`src/rtl/teclado_pkg.sv`:
```
// Shared types and constants for the Bluetooth text-command receiver.
// Command codes, ASCII constants, parser/UART state encodings and the keyword table.
package teclado_pkg;

  typedef enum logic [3:0] {
    CMD_NONE  = 4'd0,
    CMD_UP    = 4'd1,
    CMD_DOWN  = 4'd2,
    CMD_LEFT  = 4'd3,
    CMD_RIGHT = 4'd4,
    CMD_PAINT = 4'd5,
    CMD_ERASE = 4'd6,
    CMD_CLEAR = 4'd7,
    CMD_COLOR = 4'd8
  } cmd_id_t;

  localparam logic [7:0] ASCII_CR    = 8'h0D;
  localparam logic [7:0] ASCII_LF    = 8'h0A;
  localparam logic [7:0] ASCII_COMMA = 8'h2C;
  localparam logic [7:0] ASCII_SPACE = 8'h20;

  typedef enum logic [1:0] {PS_KW, PS_NUM_X, PS_NUM_Y, PS_SKIP} parse_state_t;
  typedef enum logic [1:0] {RX_IDLE, RX_START, RX_DATA, RX_STOP} uart_state_t;

  // Longest table keyword is five letters, so only the last five characters matter.
  localparam int KW_TAIL_W = 40;

  function automatic cmd_id_t kw_lookup(input logic [KW_TAIL_W-1:0] tail, input int unsigned len);
    cmd_id_t id;
    id = CMD_NONE;
    case (len)
      2: if (tail[15:0] == "UP") id = CMD_UP;
      4: begin
        if (tail[31:0] == "DOWN")      id = CMD_DOWN;
        else if (tail[31:0] == "LEFT") id = CMD_LEFT;
      end
      5: begin
        if (tail == "RIGHT")      id = CMD_RIGHT;
        else if (tail == "PAINT") id = CMD_PAINT;
        else if (tail == "ERASE") id = CMD_ERASE;
        else if (tail == "CLEAR") id = CMD_CLEAR;
        else if (tail == "COLOR") id = CMD_COLOR;
      end
      default: id = CMD_NONE;
    endcase
    return id;
  endfunction

endpackage

```
`src/rtl/teclado_rx_top_uart.sv`:
```
// 8N1 UART receiver with 2-flop synchronizer, mid-bit sampling and glitch rejection.
// byte_valid / frame_err pulse one cycle after the stop-bit sample.
module uart_rx_8n1 import teclado_pkg::*; #(
  parameter int CLK_FREQ_HZ = 50_000_000,
  parameter int BAUD        = 9600
) (
  input  logic       clk,
  input  logic       rst_n,
  input  logic       rx,
  output logic [7:0] data,
  output logic       byte_valid,
  output logic       frame_err
);

  localparam int BIT_CLKS  = CLK_FREQ_HZ / BAUD;
  localparam int HALF_CLKS = BIT_CLKS / 2;
  localparam int CW        = $clog2(BIT_CLKS);

  uart_state_t   state_q, state_d;
  logic [1:0]    sync_q, sync_d;
  logic          rx_prev_q, rx_prev_d;
  logic [CW-1:0] cnt_q, cnt_d;
  logic [2:0]    bit_q, bit_d;
  logic [7:0]    shift_q, shift_d;
  logic          byte_valid_q, byte_valid_d;
  logic          frame_err_q, frame_err_d;
  logic          rx_s;

  assign rx_s = sync_q[1];

  always_ff @(posedge clk or negedge rst_n) begin
    if (!rst_n) begin
      state_q      <= RX_IDLE;
      sync_q       <= 2'b11;
      rx_prev_q    <= 1'b1;
      cnt_q        <= '0;
      bit_q        <= '0;
      shift_q      <= '0;
      byte_valid_q <= 1'b0;
      frame_err_q  <= 1'b0;
    end else begin
      state_q      <= state_d;
      sync_q       <= sync_d;
      rx_prev_q    <= rx_prev_d;
      cnt_q        <= cnt_d;
      bit_q        <= bit_d;
      shift_q      <= shift_d;
      byte_valid_q <= byte_valid_d;
      frame_err_q  <= frame_err_d;
    end
  end

  always_comb begin
    state_d      = state_q;
    sync_d       = {sync_q[0], rx};
    rx_prev_d    = rx_s;
    cnt_d        = cnt_q;
    bit_d        = bit_q;
    shift_d      = shift_q;
    byte_valid_d = 1'b0;
    frame_err_d  = 1'b0;
    case (state_q)
      RX_IDLE: begin
        if (rx_prev_q && !rx_s) begin
          state_d = RX_START;
          cnt_d   = CW'(HALF_CLKS - 1);
        end
      end
      RX_START: begin
        if (cnt_q == '0) begin
          if (!rx_s) begin
            state_d = RX_DATA;
            cnt_d   = CW'(BIT_CLKS - 1);
            bit_d   = '0;
          end else begin
            state_d = RX_IDLE;
          end
        end else begin
          cnt_d = cnt_q - CW'(1);
        end
      end
      RX_DATA: begin
        if (cnt_q == '0) begin
          shift_d = {rx_s, shift_q[7:1]};
          cnt_d   = CW'(BIT_CLKS - 1);
          if (bit_q == 3'd7) state_d = RX_STOP;
          else               bit_d   = bit_q + 3'd1;
        end else begin
          cnt_d = cnt_q - CW'(1);
        end
      end
      RX_STOP: begin
        if (cnt_q == '0) begin
          state_d      = RX_IDLE;
          byte_valid_d = rx_s;
          frame_err_d  = !rx_s;
        end else begin
          cnt_d = cnt_q - CW'(1);
        end
      end
      default: state_d = RX_IDLE;
    endcase
  end

  assign data       = shift_q;
  assign byte_valid = byte_valid_q;
  assign frame_err  = frame_err_q;

endmodule

```
`src/rtl/teclado_rx_top.sv`:
```
// Line parser for "KEYWORD[,X[,Y]]<CR|LF>" commands received over the Bluetooth UART.
// Define TECLADO_CMD_ERR_EN to add the cmd_err pulse for rejected non-empty lines.
module teclado_rx_top import teclado_pkg::*; #(
  parameter int CLK_FREQ_HZ = 50_000_000,
  parameter int BAUD        = 9600,
  parameter int MAX_KW      = 8
) (
  input  logic       clk,
  input  logic       rst_n,
  input  logic       rx_bluetooth,
  output logic       cmd_valid,
  output logic [3:0] cmd_id,
  output logic [6:0] x,
  output logic [6:0] y
`ifdef TECLADO_CMD_ERR_EN
  ,
  output logic       cmd_err
`endif
);

  localparam int LW = $clog2(MAX_KW + 1);

  logic [7:0] rx_data;
  logic       rx_byte_valid;
  logic       rx_frame_err;

  uart_rx_8n1 #(.CLK_FREQ_HZ(CLK_FREQ_HZ), .BAUD(BAUD)) u_uart (
    .clk        (clk),
    .rst_n      (rst_n),
    .rx         (rx_bluetooth),
    .data       (rx_data),
    .byte_valid (rx_byte_valid),
    .frame_err  (rx_frame_err)
  );

  parse_state_t         state_q, state_d;
  logic [KW_TAIL_W-1:0] kw_q, kw_d;
  logic [LW-1:0]        kw_len_q, kw_len_d;
  logic [6:0]           x_acc_q, x_acc_d, y_acc_q, y_acc_d;
  logic [1:0]           x_cnt_q, x_cnt_d, y_cnt_q, y_cnt_d;
  logic                 nonempty_q, nonempty_d;
  logic                 cmd_valid_q, cmd_valid_d;
  cmd_id_t              cmd_id_q, cmd_id_d;
  logic [6:0]           x_q, x_d, y_q, y_d;

  logic [7:0]  ch_upper;
  logic        is_term, is_space, is_comma, is_digit, is_alpha;
  logic [6:0]  cur_acc;
  logic [1:0]  cur_cnt;
  logic [10:0] num_sum;
  logic        num_ok;
  cmd_id_t     kw_id;

  always_comb begin
    ch_upper = rx_data;
    if (rx_data >= 8'h61 && rx_data <= 8'h7A) ch_upper = rx_data - 8'h20;
    is_term  = (rx_data == ASCII_CR) || (rx_data == ASCII_LF);
    is_space = (rx_data == ASCII_SPACE);
    is_comma = (rx_data == ASCII_COMMA);
    is_digit = (rx_data >= 8'h30) && (rx_data <= 8'h39);
    is_alpha = (ch_upper >= 8'h41) && (ch_upper <= 8'h5A);
    cur_acc  = (state_q == PS_NUM_Y) ? y_acc_q : x_acc_q;
    cur_cnt  = (state_q == PS_NUM_Y) ? y_cnt_q : x_cnt_q;
    num_sum  = 11'(cur_acc) * 11'd10 + 11'(rx_data[3:0]);
    num_ok   = (cur_cnt != 2'd3) && (num_sum <= 11'd127);
    kw_id    = kw_lookup(kw_q, 32'(kw_len_q));
  end

  always_ff @(posedge clk or negedge rst_n) begin
    if (!rst_n) begin
      state_q     <= PS_KW;
      kw_q        <= '0;
      kw_len_q    <= '0;
      x_acc_q     <= '0;
      y_acc_q     <= '0;
      x_cnt_q     <= '0;
      y_cnt_q     <= '0;
      nonempty_q  <= 1'b0;
      cmd_valid_q <= 1'b0;
      cmd_id_q    <= CMD_NONE;
      x_q         <= '0;
      y_q         <= '0;
    end else begin
      state_q     <= state_d;
      kw_q        <= kw_d;
      kw_len_q    <= kw_len_d;
      x_acc_q     <= x_acc_d;
      y_acc_q     <= y_acc_d;
      x_cnt_q     <= x_cnt_d;
      y_cnt_q     <= y_cnt_d;
      nonempty_q  <= nonempty_d;
      cmd_valid_q <= cmd_valid_d;
      cmd_id_q    <= cmd_id_d;
      x_q         <= x_d;
      y_q         <= y_d;
    end
  end

  always_comb begin
    state_d     = state_q;
    kw_d        = kw_q;
    kw_len_d    = kw_len_q;
    x_acc_d     = x_acc_q;
    y_acc_d     = y_acc_q;
    x_cnt_d     = x_cnt_q;
    y_cnt_d     = y_cnt_q;
    nonempty_d  = nonempty_q;
    cmd_valid_d = 1'b0;
    cmd_id_d    = cmd_id_q;
    x_d         = x_q;
    y_d         = y_q;
    if (rx_frame_err) begin
      state_d    = PS_SKIP;
      nonempty_d = 1'b1;
    end else if (rx_byte_valid) begin
      if (is_term) begin
        state_d    = PS_KW;
        kw_len_d   = '0;
        x_acc_d    = '0;
        y_acc_d    = '0;
        x_cnt_d    = '0;
        y_cnt_d    = '0;
        nonempty_d = 1'b0;
        if (state_q != PS_SKIP && nonempty_q && kw_id != CMD_NONE) begin
          cmd_valid_d = 1'b1;
          cmd_id_d    = kw_id;
          x_d         = x_acc_q;
          y_d         = y_acc_q;
        end
      end else if (!is_space) begin
        nonempty_d = 1'b1;
        case (state_q)
          PS_KW: begin
            if (is_alpha) begin
              if (kw_len_q == LW'(MAX_KW)) begin
                state_d = PS_SKIP;
              end else begin
                kw_d     = {kw_q[KW_TAIL_W-9:0], ch_upper};
                kw_len_d = kw_len_q + LW'(1);
              end
            end else if (is_comma) begin
              state_d = PS_NUM_X;
            end else begin
              state_d = PS_SKIP;
            end
          end
          PS_NUM_X: begin
            if (is_digit && num_ok) begin
              x_acc_d = num_sum[6:0];
              x_cnt_d = x_cnt_q + 2'd1;
            end else if (is_comma && x_cnt_q != 2'd0) begin
              state_d = PS_NUM_Y;
            end else begin
              state_d = PS_SKIP;
            end
          end
          PS_NUM_Y: begin
            // A comma here would be the third one on the line.
            if (is_digit && num_ok) begin
              y_acc_d = num_sum[6:0];
              y_cnt_d = y_cnt_q + 2'd1;
            end else begin
              state_d = PS_SKIP;
            end
          end
          default: state_d = PS_SKIP;
        endcase
      end
    end
  end

  assign cmd_valid = cmd_valid_q;
  assign cmd_id    = cmd_id_q;
  assign x         = x_q;
  assign y         = y_q;

`ifdef TECLADO_CMD_ERR_EN
  logic cmd_err_q, cmd_err_d;

  assign cmd_err_d = rx_byte_valid && is_term &&
                     (state_q == PS_SKIP || (nonempty_q && kw_id == CMD_NONE));

  always_ff @(posedge clk or negedge rst_n) begin
    if (!rst_n) cmd_err_q <= 1'b0;
    else        cmd_err_q <= cmd_err_d;
  end

  assign cmd_err = cmd_err_q;
`endif

endmodule

```
`config.mk`:
```
export PLATFORM = sky130hd
export DESIGN_NAME = teclado_rx_top
export DESIGN_NICKNAME = d
export VERILOG_FILES = /design/src/rtl/teclado_pkg.sv /design/src/rtl/teclado_rx_top_uart.sv /design/src/rtl/teclado_rx_top.sv
export SDC_FILE = /design/constraint.sdc
export NUM_CORES = 1
export LEC_CHECK = 0
export CELL_PAD_IN_SITES_DETAIL_PLACEMENT = 0
export CELL_PAD_IN_SITES_GLOBAL_PLACEMENT = 1
export CORE_UTILIZATION = 37
export CTS_CLUSTER_SIZE = 20
export DETAILED_ROUTE_END_ITERATION = 10
export PLACE_DENSITY = 0.69
export SLEW_MARGIN = 20
export SYNTH_ARGS = -nofsm -noshare
export SYNTH_HDL_FRONTEND = slang
export SYNTH_SLANG_ARGS = --single-unit
```
`constraint.sdc`:
```
create_clock -name clk -period 12.4 [get_ports clk]
set_input_delay 2.48 -clock clk [delete_from_list [all_inputs] [get_ports clk]]
set_output_delay 2.48 -clock clk [all_outputs]
set_load 0.01 [all_outputs]
```
==> run summary <==
Physical design

The area overhead of the layout relative to synthesis stands at 16.87%. The total negative slack stands at 0 ns. Per the detail_route log, the uppermost layer with routed signals is met4. The quantity of gates resized following cts stands at 0. The count of nets left with antenna violations after detail routing stands at 0. The total routed wire length on the met1 layer stands at 6620 µm. The DRC violation count after routing stands at 0. By instance count, the cell type seen most on the critical path is nor2b_1. The number of global-route vias before repair stands at 4625. The compound-cell area share of the yosys netlist stands at 0.1276. The actual slew at the worst max-slew pin stands at 0.9579 ns. According to the floorplan log, the row count is 47. The flow reported a cell area power density of 155.0 nW/µm².

Among all stages on the critical path, the largest delay is contributed by nor2b_1. The number of failing setup endpoints in the final timing report stands at 0. The setup path with the least slack is of type flop to flop.

The detailed router finished its first iteration with 209 violations. The starting density of the core stands at 0.3831. STA classifies the critical path endpoint as a flop.

The post-CTS hold buffer count recorded in the log is 0. The leakage power total stands at 3.416 nW. The clock H-tree reported by CTS has 4 levels. The number of buffers between clock root and the deepest sink stands at 2. The flow ran to the end, and the final reports show no timing, DRC or antenna violations. Yosys stat counts 601 cells in the synthesized netlist. The worst-case hold slack stands at 0.3541 ns. Counting instances in the post-synthesis netlist gives the leading cell types as dfrtp_1, nand2_1, mux2_2, nor2_1, a21oi_1.

From bottom edge to top edge, the die measures 134.0 µm. For reference, the top logic cell family by area is simple AND/OR/NAND/NOR gates. After detailed placement, the total cell area comes to 6880 µm². The synthesis report lists the most area-consuming cells as dfrtp_1, mux2_2, ha_1.

The tally of buffers added on design ports stands at 21. After synthesis, the mean cell area works out to 10.72 µm². The fraction of synthesized cell area in xor and xnor cells stands at 0.02039. The total number of warnings across the stage logs stands at 34. In this run, the synthesized area fraction spent on adder and majority cells is recorded as 0.05165.

The floorplan die width stands at 134.0 µm. The cell internal power dissipation stands at 0.8446 mW. Switching power as a fraction of the total was reported as 0.2763. met2 is the most crowded layer.

Of the post-synthesis cell area, the part taken by muxes is 0.1431. The fraction of synthesis flops using an asynchronous set or reset pin stands at 1.000. The wire length on met3 stands at 406 µm. Once routing completed, OpenROAD measured the worst setup slack at 7.671 ns. Of the available clock period, the critical path in the final layout requires 0.3814.

Counting only logic cells after layout, the most numerous master is dfrtp_1. The sequential share of power stands at 0.368. The area figure in the yosys stat output stands at 6444 µm². The average wire per cell in the routed design stands at 15.72 µm. The final instance count without filler cells stands at 863. The signal arrival time at the worst endpoint stands at 5.03 ns. The average vias per placed instance stands at 5.433. Walking the worst path, the cells encountered are nor2b_1 -> mux2i_1 -> nor2_1 -> ha_1 -> fa_1 -> xor2_1 -> nor2b_1 -> nand2_1 -> or4_4 -> a221oi_4 -> o211ai_4 -> mux2_2. In the post-synthesis netlist, the cell with the most instances is dfrtp_1. Setup repair after global routing left no endpoint under its margin. The number of antenna violations at the first check in global routing stands at 0.

The final HPWL from detailed placement stands at 9703 µm. At the end of the flow the core is filled with cells to 0.4478. The cell count after placement stands at 831.

The first-pass GRT wire length stands at 23490 µm. When the netlist entered floorplanning its net count stood at 630. The pin count of the biggest net entering global routing stands at 67. The longest incremental delay of any stage on the critical path is reported as 0.71 ns.

Timing analysis after detailed placement gives a worst setup slack of 7.669 ns. The remaining max-slew budget at the tightest pin stands at 0.3601. The root buffer cell chosen for the clock tree is clkbuf_16. The routability congestion estimate stands at 0.8568. The met2 wire length stands at 6331 µm. The total core area stands at 16820 µm². The layout summary lists the proportion of cells stronger than drive strength 1 as 0.1882.

The number of top-level design ports stands at 22. The worst vdd rail ir drop stands at 0.0001037 V. The total power draw stands at 1.167 mW.

TritonCTS built the clock tree. Per the final timing report, the hold violations number 0. Per the OpenROAD floorplan log, the area of the die is 17950 µm². Per the synth stats, the flop cell with the highest instance count is dfrtp_1. The clock transition time at the flip-flop clock pins of the worst setup and hold paths stands at 0.06 ns.

Per the detailed-route log, wirelength across all metal layers totals 13570 µm. The number of search-and-repair iterations in the first detailed-routing pass stands at 4. Looking at area per cell type in the netlist, the leader is dfrtp_1. The power dissipated by switching net loads stands at 0.3225 mW.

The global-route met3 utilization stands at 0.03401. With fillers left out, the area of the finished cells amounts to 7531 µm². Of the synthesized area, sequential elements account for 0.4472.
==> cell type report <==
| type | count | share of cell area |
|---|---|---|
| timing repair buffer | 23 | 0.02957 |
| inverter | 27 | 0.01346 |
| tap | 220 | 0.03655 |
| multi-input combinational | 446 | 0.4514 |
| sequential | 115 | 0.3826 |
| clock buffer | 19 | 0.05881 |
| clock inverter | 13 | 0.02758 |
==> worst max-delay path, delay by kind of cell, from the launching register on <==
kind	cells	cell delay, ns
xor gates and xnor gates	1	0.31
adders and majority gates	2	0.62
DFF	1	0.49
muxes	2	0.84
AOI/OAI and AO/OA	2	0.73
and+or+nand+nor	5	1.60
==> flip-flops by register name, indices dropped and copies added, names as in the netlist, 3 cells and up, named ones only <==
| register | count |
|---|---|
| kw_q | 40 |
| u_uart.cnt_q | 13 |
| u_uart.data | 8 |
| x | 7 |
| x_acc_q | 7 |
| y | 7 |
| y_acc_q | 7 |
| cmd_id | 4 |
| kw_len_q | 4 |
| u_uart.bit_q | 3 |
==> power by group through the flow <==
stage,combinational (mW),sequential (mW),clock [mW]
after floorplan,0.168,0.425,0
after global placement,0.201,0.433,0
after detailed placement,0.206,0.435,0
after CTS,0.207,0.429,0.548
after global routing,0.234,0.434,0.564
final,0.204,0.430,0.533
==> worst paths after layout <==
kind                             startpoint                 to  slack [ns]  depth (start not counted)
min in group asynchronous             rst_n           kw_q[17]        2.08                          1
max in group asynchronous             rst_n  u_uart.byte_valid        9.04                          2
min reg2reg                u_uart.sync_q[0]   u_uart.sync_q[1]        0.35                          0
min                        u_uart.sync_q[0]   u_uart.sync_q[1]        0.35                          0
max reg2reg                      state_q[1]         x_cnt_q[1]        7.67                         12
max                              state_q[1]         x_cnt_q[1]        7.67                         12
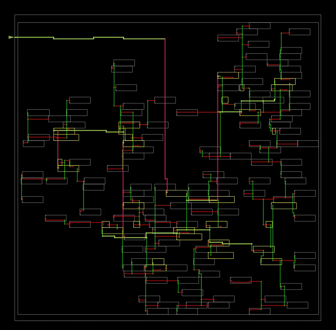
**Above:** clock wiring as the flow saved it.
Power Clock: 0.533 mW
number of clock-tree buffers in the layout: 19
Final Skew: 0.008585 ns
clock sinks: 115
number of clock buffers inserted by TritonCTS: 17

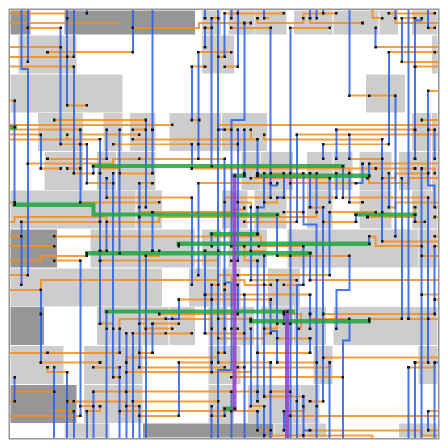
**Above:** close-up of the layout.
Window x 85 to 115, y 18 to 48 µm. Cells in grey, sequential cells in the stronger grey; small squares are vias.
Key: orange = metal 1; blue = metal 2; green = metal 3; purple = metal 4
Most frequent: nor3_1 (8), nand2_1 (8), nor2_1 (5). 60 logic cells have their middle in the window. Sequential cells in the window: 2. Netlist names of flops here include kw_q (2).

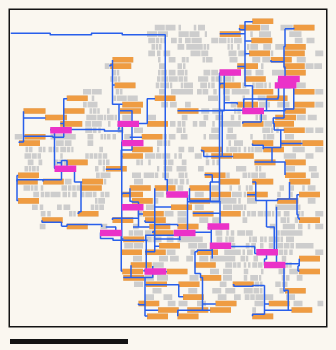
**Above:** clock distribution.
The bar under the picture is 50 µm long.
Key: magenta = clock drivers [count 17]; blue = clock wires [length 1590 µm]; orange = flip-flops [count 115]
Position of the flops: widely spread.
clock network power share: 0.457
worst skew pair latency: 0.42 ns

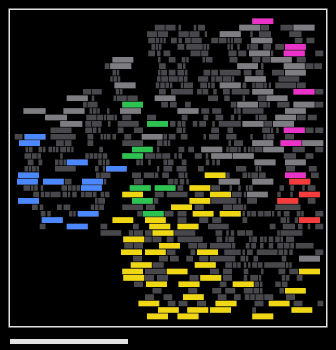
**Above:** sequential cells grouped by signal name.
The bar under the picture is 50 µm long. Other sequential cells in the stronger grey, the rest of the logic in the fainter grey.
Key: magenta = y [flops 7]; blue = u_uart.cnt_q [flops 13, where middle left]; red = cmd_id [flops 4, where middle right]; green = u_uart.data [flops 8, where centre]; yellow = kw_q [flops 40]

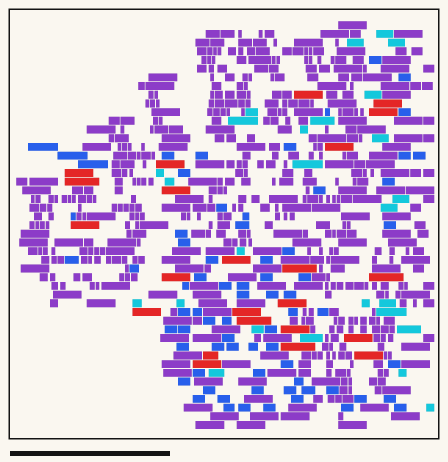
**Above:** cell sizes after repair.
The bar under the picture is 50 µm long.
Key: purple = _0 and _1 cells [cells 522, share 81%]; blue = _2 cells [cells 72, share 11%]; cyan = _3 and _4 cells [cells 26, share 4.0%]; red = _6 and larger [cells 23, share 3.6%]

Power figures rest on the tool's default switching activity, not on a simulated workload.
